File: config.mk
export PLATFORM = sky130hd
export DESIGN_NAME = rr_arbiter4
export DESIGN_NICKNAME = d
export VERILOG_FILES = /design/src/rtl/rr_arbiter4_pkg.sv /design/src/rtl/rr_arbiter4_pick.sv /design/src/rtl/rr_arbiter4.sv
export SDC_FILE = /design/constraint.sdc
export NUM_CORES = 1
export LEC_CHECK = 0
export CAP_MARGIN = 15
export CORE_ASPECT_RATIO = 0.9
export CORE_MARGIN = 8
export CORE_UTILIZATION = 50
export DETAILED_ROUTE_END_ITERATION = 8
export GPL_TIMING_DRIVEN = 0
export PLACE_DENSITY = 0.74
export SLEW_MARGIN = 20
export SYNTH_ARGS = -nofsm -noshare
export SYNTH_HDL_FRONTEND = slang
export SYNTH_SLANG_ARGS = --single-unit
File: constraint.sdc
create_clock -name clk -period 2.3 [get_ports clk]
set_input_delay 0.23 -clock clk [delete_from_list [all_inputs] [get_ports clk]]
set_output_delay 0.23 -clock clk [all_outputs]
set_load 0.02 [all_outputs]
File: src/rtl/rr_arbiter4_pkg.sv
// Shared definitions for the 4-way round-robin arbiter.
// Holds the state encoding, requester count and hold-limit default.
package rr_arbiter4_pkg;

    localparam int unsigned N_REQ        = 4;
    localparam int unsigned IDX_W        = 2;
    localparam int unsigned MAX_HOLD_DEF = 8;

    typedef enum logic [0:0] {
        IDLE  = 1'b0,
        GRANT = 1'b1
    } state_t;

endpackage

File: src/rtl/rr_arbiter4_pick.sv
// Combinational round-robin search.
// Returns the first set mask bit at or above start, wrapping around.
module rr_pick
    import rr_arbiter4_pkg::*;
(
    input  logic [N_REQ-1:0] mask,
    input  logic [IDX_W-1:0] start,
    output logic [IDX_W-1:0] idx,
    output logic             found
);

    // Scan four positions from start; the first hit wins.
    always_comb begin
        logic [IDX_W-1:0] j;
        idx   = '0;
        found = 1'b0;
        j     = '0;
        for (int k = 0; k < N_REQ; k++) begin
            j = start + IDX_W'(k);
            if (!found && mask[j]) begin
                idx   = j;
                found = 1'b1;
            end
        end
    end

endmodule

File: src/rtl/rr_arbiter4.sv
// Four-requester round-robin arbiter with a per-owner hold limit.
// Registered one-hot grant, binary select and busy flag.
module rr_arbiter4
    import rr_arbiter4_pkg::*;
#(
    parameter int unsigned MAX_HOLD = MAX_HOLD_DEF
) (
    input  logic             clk,
    input  logic             rst,
    input  logic [N_REQ-1:0] req,
    output logic [N_REQ-1:0] gnt,
    output logic [IDX_W-1:0] select,
    output logic             busy
);

    localparam logic [7:0] HOLD_LIM = 8'(MAX_HOLD - 1);

    state_t           state, state_n;
    logic [N_REQ-1:0] gnt_n;
    logic [IDX_W-1:0] select_n;
    logic [IDX_W-1:0] ptr, ptr_n;
    logic [7:0]       hold_cnt, hold_n;

    logic [N_REQ-1:0] pick_mask;
    logic [IDX_W-1:0] pick_start;
    logic [IDX_W-1:0] pick_idx;
    logic             pick_found;

    // The current owner is excluded from the search (gnt is zero in IDLE),
    // so a lone owner at its limit keeps the grant instead of re-arbitrating.
    assign pick_mask  = req & ~gnt;
    assign pick_start = (state == IDLE) ? ptr + 2'd1 : select + 2'd1;

    rr_pick u_pick (
        .mask  (pick_mask),
        .start (pick_start),
        .idx   (pick_idx),
        .found (pick_found)
    );

    assign busy = |gnt;

    // State register; reset drops the grant without waiting for a clock.
    always_ff @(posedge clk or posedge rst) begin
        if (rst) begin
            state    <= IDLE;
            gnt      <= '0;
            select   <= '0;
            ptr      <= 2'd3;
            hold_cnt <= '0;
        end else begin
            state    <= state_n;
            gnt      <= gnt_n;
            select   <= select_n;
            ptr      <= ptr_n;
            hold_cnt <= hold_n;
        end
    end

    // Next-state: hold, saturate, preempt, hand over or go idle.
    always_comb begin
        state_n  = state;
        gnt_n    = gnt;
        select_n = select;
        ptr_n    = ptr;
        hold_n   = hold_cnt;
        unique case (state)
            IDLE: begin
                if (pick_found) begin
                    state_n  = GRANT;
                    gnt_n    = N_REQ'(1) << pick_idx;
                    select_n = pick_idx;
                    ptr_n    = pick_idx;
                    hold_n   = '0;
                end
            end
            GRANT: begin
                if (req[select] && hold_cnt < HOLD_LIM) begin
                    hold_n = hold_cnt + 8'd1;
                end else if (pick_found) begin
                    gnt_n    = N_REQ'(1) << pick_idx;
                    select_n = pick_idx;
                    ptr_n    = pick_idx;
                    hold_n   = '0;
                end else if (!req[select]) begin
                    state_n = IDLE;
                    gnt_n   = '0;
                    hold_n  = '0;
                end
            end
            default: begin
                state_n = IDLE;
                gnt_n   = '0;
            end
        endcase
    end

endmodule

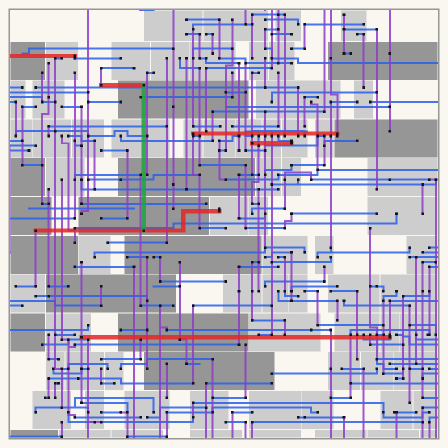
(images/closeup.png)
Window x 15 to 45, y 13 to 43 um. Cells in gray, sequential cells in the stronger gray; small squares are vias.
Key: M3 = red; M1 = blue; M2 = purple; M4 = green
69 logic cells have their middle in the window. Netlist names of flops here include hold_cnt (3), gnt (2), ptr (2). Most frequent: nand2_1 (9), dfrtp_1 (8). Sequential cells in the window: 10.

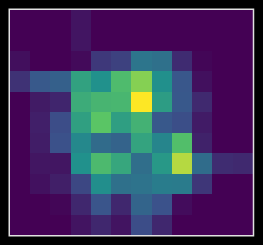
(images/route_heat.png)
Scale: 4 px per um. 12 x 11 tiles, from dark purple (low) to yellow (high), scaled to the fullest tile. Values are wire area over tile area, all layers added.
14% of the tiles are over half the peak. The mean over all tiles is 0.084. The emptiest ninth of the die: top right. 42% of the tiles are nearly empty. The fullest tile reaches 0.44. The densest ninth of the die: middle.
final wirelength: 1840 um
routed length per instance: 15.3 um
Via Count: 670

==> flow_summary.yaml <==
# flow metrics
timing:
  worst_clock_skew_ns: 0.0131
  timing.final.setup_violations: 0
layout:
  area.share.combinational_pct: 41.4
  multiInputGateArea_um2: 445
  buffer_area_share_pct: 12.9
  buffers_excl_clock: 14
  most-common-layout-cells: "15 x sky130_fd_sc_hd__dfrtp_1, 12 x sky130_fd_sc_hd__clkdlybuf4s50_1, 9 x sky130_fd_sc_hd__nand2_1"
logic_synthesis:
  synth.distinct_cells: 34
  mappedNetlistArea_um2: 900
  dominantRegCellSynth: "sky130_fd_sc_hd__dfrtp_1"
  async_reset_ff_share_pct: 100
  postSynthRegisterBits: 17
clock_tree:
  cts.repair_timing.setup_buffer_count: 0
  insertion_delay_ns: 0.29
pwr:
  seq_power_share_pct: 35.5
  power.share.switching_pct: 41.1
  p_total_mw: 1.39
  internal_power_mw: 0.820
  power_consumed_by_sequential_cells_mw: 0.494
routing:
  avgViaCountPerCell: 5.58
  route.antenna.remaining_nets: 0
worst_setup_path:
  worst_path_largest_cell_delay_ns: 0.55
  worst_path_max_delay_cell: "sky130_fd_sc_hd__clkdlybuf4s50_1"
  critical_path.reg2reg.startpoint: "state"
global_route:
  wire_length_of_the_first_global_routing_pass_um: 2930
floorplanning:
  floorplan.die.width_um: 60.7
  fp_util_pct: 53.5
run_status:
  outcome: "finished, final reports clean"
placed_design:
  placement.cell_area_um2: 1050
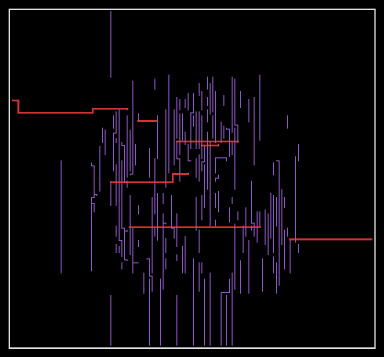
(images/layers.png)
Scale: 6 px per um. Two of the layers only.
Key: M3 = red [wire length 87.1 um]; M2 = purple [wire length 872 um]
total global-route track usage: 10.9%

## layer usage
layer  GRT usage (%)  up-vias  share of wire (%)
met2            16.7       11                 47
met4            1.99        0               0.54
met3            3.70        2                4.7
met1            14.4      332                 47
li1                -      325                  -
met5               0        -                  0
## logic make-up (layout without fill, tap and decap cells)
logic type / after synthesis / after routing / synth area share [%]
simple gates: 32 / 32 / 20.2
fa+ha+maj: 1 / 1 / 1.39
compound gates: 21 / 21 / 19.1
flops: 17 / 17 / 47.6
mux: 5 / 5 / 8.90
buf+inv: 4 / 20 / 2.92
## sequential cells by signal, summed over array words and instances, names as in the netlist
register / cells
state: 1
select: 2
ptr: 2
gnt: 4
hold_cnt: 8
## cells in the mapped netlist (2+ instances only)
| master | number |
|---|---|
| sky130_fd_sc_hd__dfstp_2 | 2 |
| sky130_fd_sc_hd__nor2b_1 | 5 |
| sky130_fd_sc_hd__nand3_1 | 2 |
| sky130_fd_sc_hd__o31ai_1 | 2 |
| sky130_fd_sc_hd__inv_1 | 2 |
| sky130_fd_sc_hd__a21oi_1 | 3 |
| sky130_fd_sc_hd__nor4_1 | 2 |
| sky130_fd_sc_hd__nor2_1 | 3 |
| sky130_fd_sc_hd__nand2_1 | 9 |
| sky130_fd_sc_hd__nand2b_1 | 3 |
| sky130_fd_sc_hd__a21o_1 | 4 |
| sky130_fd_sc_hd__dfrtp_1 | 15 |
| sky130_fd_sc_hd__a22o_1 | 4 |
| sky130_fd_sc_hd__and2_1 | 4 |
## worst max-delay path by stage
stage	depth (start not counted)	to	slack [ns]
finish	2	busy	0.29
CTS	2	busy	0.28
global route	2	busy	0.24
floorplan	5	gnt[3]	0.55
global placement	6	gnt[1]	0.28
detailed placement	6	gnt[1]	0.27
Power is estimated from default activity; no workload was simulated.
